==> src/rtl/mux_pkg.sv <==
// rtl/mux_pkg.sv - shared constants and select-width helper for pipeline-boundary muxes
package mux_pkg;

  localparam int REGDST_W = 5;
  localparam logic [REGDST_W-1:0] REGDST_RA = 5'd31;

  typedef enum logic [1:0] {
    RT = 2'd0,
    RD = 2'd1,
    RA = 2'd2
  } regdst_sel_e;

  // ceil(log2(n)) with a floor of 1 so a 2-input mux still gets a select bit
  function automatic int sel_width(input int n);
    int w;
    w = 1;
    while ((w < 31) && ((1 << w) < n)) w++;
    return w;
  endfunction

endpackage

==> src/rtl/mux_nto1_comb.sv <==
// rtl/mux_nto1_comb.sv - combinational N-to-1 index select with out-of-range default
module mux_nto1_comb
  import mux_pkg::*;
#(
  parameter int               WIDTH     = REGDST_W,
  parameter int               NUM_IN    = 3,
  parameter int               SEL_W     = sel_width(NUM_IN),
  parameter logic [WIDTH-1:0] RESET_VAL = '0
) (
  input  logic [NUM_IN*WIDTH-1:0] in_flat,
  input  logic [SEL_W-1:0]        sel,
  output logic [WIDTH-1:0]        comb_out,
  output logic                    sel_ok
);

  always_comb begin
    comb_out = RESET_VAL;
    sel_ok   = 1'b0;
    for (int k = 0; k < NUM_IN; k++) begin
      if (sel == SEL_W'(k)) begin
        comb_out = in_flat[k*WIDTH +: WIDTH];
        sel_ok   = 1'b1;
      end
    end
  end

endmodule

==> src/rtl/mux_nto1_pipe.sv <==
// rtl/mux_nto1_pipe.sv - registered N-to-1 select with stall, flush, valid and sticky select error
module mux_nto1_pipe
  import mux_pkg::*;
#(
  parameter int               WIDTH     = REGDST_W,
  parameter int               NUM_IN    = 3,
  parameter int               SEL_W     = sel_width(NUM_IN),
  parameter logic [WIDTH-1:0] RESET_VAL = '0
) (
  input  logic                    Clk_40,
  input  logic                    Reset_40,
  input  logic [NUM_IN*WIDTH-1:0] in_flat_40,
  input  logic [SEL_W-1:0]        sel_40,
  input  logic                    valid_in_40,
  input  logic                    stall_40,
  input  logic                    flush_40,
  input  logic                    clear_err_40,
  output logic [WIDTH-1:0]        comb_out_40,
  output logic [WIDTH-1:0]        out_40,
  output logic                    valid_out_40,
  output logic                    sel_err_40
);

  localparam bit IS_POW2 = ((NUM_IN & (NUM_IN - 1)) == 0);

  logic sel_ok;
  logic load;

  mux_nto1_comb #(
    .WIDTH    (WIDTH),
    .NUM_IN   (NUM_IN),
    .SEL_W    (SEL_W),
    .RESET_VAL(RESET_VAL)
  ) u_comb (
    .in_flat (in_flat_40),
    .sel     (sel_40),
    .comb_out(comb_out_40),
    .sel_ok  (sel_ok)
  );

  assign load = !flush_40 && !stall_40;

  always_ff @(posedge Clk_40 or posedge Reset_40) begin
    if (Reset_40) begin
      out_40       <= RESET_VAL;
      valid_out_40 <= 1'b0;
    end else if (flush_40) begin
      out_40       <= RESET_VAL;
      valid_out_40 <= 1'b0;
    end else if (load) begin
      out_40       <= comb_out_40;
      valid_out_40 <= valid_in_40;
    end
  end

  // Set beats clear on the same edge; a power-of-two mux can never go out of range
  always_ff @(posedge Clk_40 or posedge Reset_40) begin
    if (Reset_40) begin
      sel_err_40 <= 1'b0;
    end else if (!IS_POW2 && load && valid_in_40 && !sel_ok) begin
      sel_err_40 <= 1'b1;
    end else if (clear_err_40) begin
      sel_err_40 <= 1'b0;
    end
  end

endmodule

==> config.mk <==
export PLATFORM = sky130hd
export DESIGN_NAME = mux_nto1_pipe
export DESIGN_NICKNAME = d
export VERILOG_FILES = /design/src/rtl/mux_pkg.sv /design/src/rtl/mux_nto1_comb.sv /design/src/rtl/mux_nto1_pipe.sv
export SDC_FILE = /design/constraint.sdc
export NUM_CORES = 1
export LEC_CHECK = 0
export CORE_MARGIN = 3
export CORE_UTILIZATION = 34
export DETAILED_ROUTE_END_ITERATION = 8
export PLACE_DENSITY_LB_ADDON = 0.08
export SLEW_MARGIN = 20
export SYNTH_ARGS = -nofsm -noshare
export SYNTH_HDL_FRONTEND = slang
export SYNTH_SLANG_ARGS = --single-unit
==> constraint.sdc <==
create_clock -name Clk_40 -period 1.2 [get_ports Clk_40]
set_input_delay 0.24 -clock Clk_40 [delete_from_list [all_inputs] [get_ports Clk_40]]
set_output_delay 0.24 -clock Clk_40 [all_outputs]
set_load 0.03 [all_outputs]
==> flow_summary.toml <==
# implementation run metrics
[power_and_ir_drop]
intPower_uw = 533
pg_clk_uw = 224
share_clk_of_total_power_pct = 28.6
total_power_uw = 783
seq_pwr_uw = 259
combinationalPower_uw = 300
p_leak_nw = 0.458
ir_worst_vdd_mv = 0.445

[logic_synthesis]
yosys-top-cells-count = "10 x sky130_fd_sc_hd__nand2_1, 7 x sky130_fd_sc_hd__dfrtp_1, 7 x sky130_fd_sc_hd__inv_1"
post_synth_main_area_contributors = "sky130_fd_sc_hd__dfrtp_1 39%, sky130_fd_sc_hd__mux2i_1 13%, sky130_fd_sc_hd__a221oi_1 9.8%"
enable_flop_cells = 0
synthXorXnorAreaFrac_pct = 0
postSynthCellCount = 52
synth_top_cell_by_count = "sky130_fd_sc_hd__nand2_1"
synth.logic.top_family = "simple AND/OR/NAND/NOR gates"
yosys.stat.seqShare_pct = 39.1
syn_nets = 75
yosys.area.top_type_share_pct = 39.1
ys_warn_count = 0
adder_cell_area_share_of_the_yosys_netlist_pct = 0
synth_area_leader = "sky130_fd_sc_hd__dfrtp_1"
postSynthRegisterBits = 7
postSynth.topFlopCell = "sky130_fd_sc_hd__dfrtp_1"
ys_types = 15
synth.yosys.num_cells = 52

[final_timing]
max_freq_mhz = 848
min_period_ns = 1.18
finalCritPeriodShare_pct = 98.2
timing.final.setup_violations = 0
timing.final.max_slew_violations = 0
worstMarginPinSlew_ns = 0.295
final.setup_skew_ns = 0
final-hold-violation-count = 0

[floorplanning]
fp.dieW_um = 42.3
io-pin-count = 35
die_area_um2 = 1790
number_of_placement_rows = 12

[worst_hold_path]
hold_class = "in -> async"

[critical_path]
cp_num_buf_inv = 2
worst-r2r-cell-count = 2
crit_family = "simple AND/OR/NAND/NOR gates"
end_kind = "output pin"
startpoint = "sel_40[0]"
worstReg2RegEnd = "out_40[3]$_DFFE_PP0P_"
critPathRequiredTime_ns = 0.96
worst_path_max_fanout = 7
path_class = "in -> out"

[global_route]
number_of_global_route_vias_before_repair = 573
grt_max_degree = 13
grt_antenna_before_repair = 0
grt_pass1_wl_mm = 2.48
globalRoute.totalOverflow = 0

[place]
dp_hpwl_um = 998
placed_area_um2 = 790
globalplace.congestion = 0.739
io_port_bufs = 34

[layout]
finish.net_count = 121
regMostFlops = "out_40"
diodes = 0
largest_register_ff_count = 5
fraction_of_layout_instances_using_a_drive_strength_above_1_pct = 28.9

[clocking]
cts_tree = "yes"
clock.latency.late_pin_ns = 0.26
clock_sink_count = 7
clock_tree.buffer_depth = 2

[route]
maxUsedRoutingLayer = "met4"
drc = 0
met2WireLength_um = 775
m1WireLength_um = 549

[run]
tool_warnings = 26

[outcome]
status = "completed"
## placed cells by master (no fill, tap or decap)
cell and count:
sky130_fd_sc_hd__nor2b_4 1, sky130_fd_sc_hd__mux2i_1 6, sky130_fd_sc_hd__a21oi_1 5, sky130_fd_sc_hd__dlygate4sd2_1 5
sky130_fd_sc_hd__or2_1 5, sky130_fd_sc_hd__clkdlybuf4s15_1 9, sky130_fd_sc_hd__nor2_1 1, sky130_fd_sc_hd__buf_4 15
sky130_fd_sc_hd__dlymetal6s2s_1 1, sky130_fd_sc_hd__clkbuf_1 1, sky130_fd_sc_hd__dfrtp_1 7, sky130_fd_sc_hd__a221oi_1 5
sky130_fd_sc_hd__o22ai_1 1, sky130_fd_sc_hd__inv_1 7, sky130_fd_sc_hd__buf_6 9, sky130_fd_sc_hd__nand4b_1 1
sky130_fd_sc_hd__clkdlybuf4s50_1 5, sky130_fd_sc_hd__nand2_1 10, sky130_fd_sc_hd__clkbuf_4 3
## area by class of cell
cell class / instances / area, µm²
sequential: 7 / 175
inverter: 7 / 26.3
clock buffer: 4 / 26.3
tap: 14 / 17.5
multi-input combinational: 35 / 230
timing repair buffer: 44 / 410
fill: 84 / 285
## what timing repair did
| item | CTS | global route |
|---|---|---|
| buffers inserted | 4 | 1 |
| pin swaps | 10 | 9 |
| setup endpoints to repair | 10 | 5 |
| resized | 37 | 9 |
## per-stage QoR
stage	worst slack (ns)	util, %	hold slack, ns	TNS, ns
2_1_floorplan	0.0698	-	0.0434	0
3_3_place_gp	-0.560	67.4	0.486	-4.94
3_5_place_dp	-0.554	67.4	0.503	-5.09
4_1_cts	0.00113	73.5	0.223	0
5_1_grt	-0.00346	75.6	0.239	-0.00419
6_report	0.0211	75.6	0.215	0
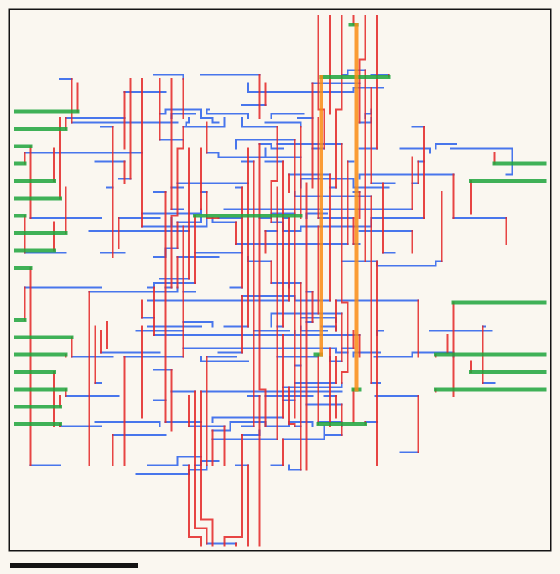
Figure 1: metal layers overlaid.
The bar under the picture is 10 µm long.
colour	layer	wire length
red	M2	775 µm
green	M3	106 µm
orange	M4	50.3 µm
blue	M1	550 µm
routed length per placed instance: 13.3 µm
vias post-DR: 542
drt total wl: 1.48 mm
global routing usage summed across all routing layers: 19.0%

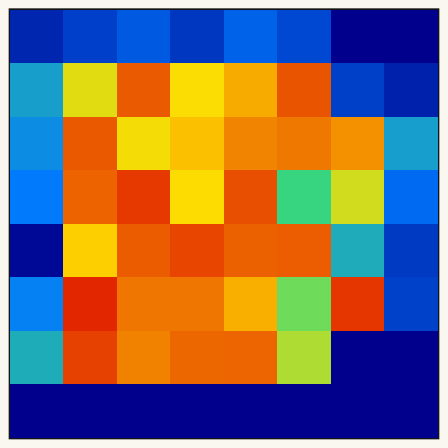
Figure 2: cell density map.
The die is cut into 8 by 8 equal tiles; dark blue is low, red is high, 0 to 100% covered.
densest ninth of the die	centre
fullest tile	96%
tiles over 75% full	39%
emptiest ninth of the die	lower right
mean over tiles	49%
fraction of the core area occupied by cells at floorplan: 38.2%
core outline area: 1170 µm²
Final Core Density: 75.6%

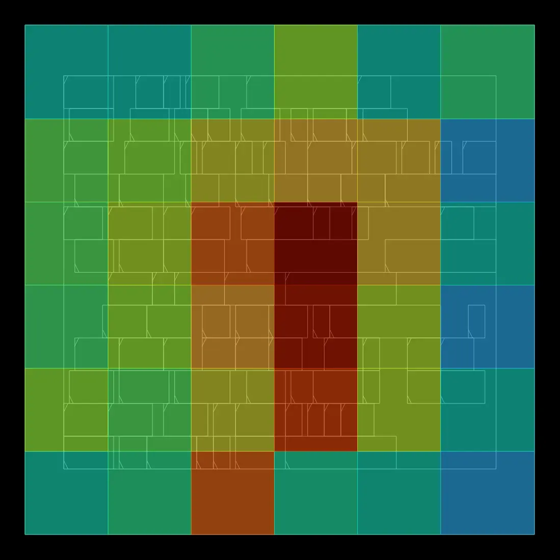
Figure 3: track usage over the die.
global routing usage on met2: 32.5%
met1 track demand over resource in global routing: 20.1%

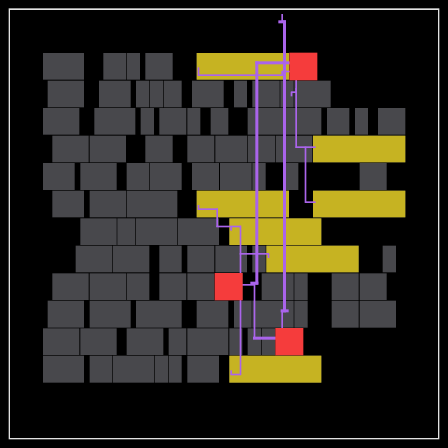
Figure 4: routed clock nets over the placement.
[red] clock-net drivers | count: 3
[yellow] flip-flops | count: 7
[purple] clock wires | length: 129 µm
routed clock nets	4

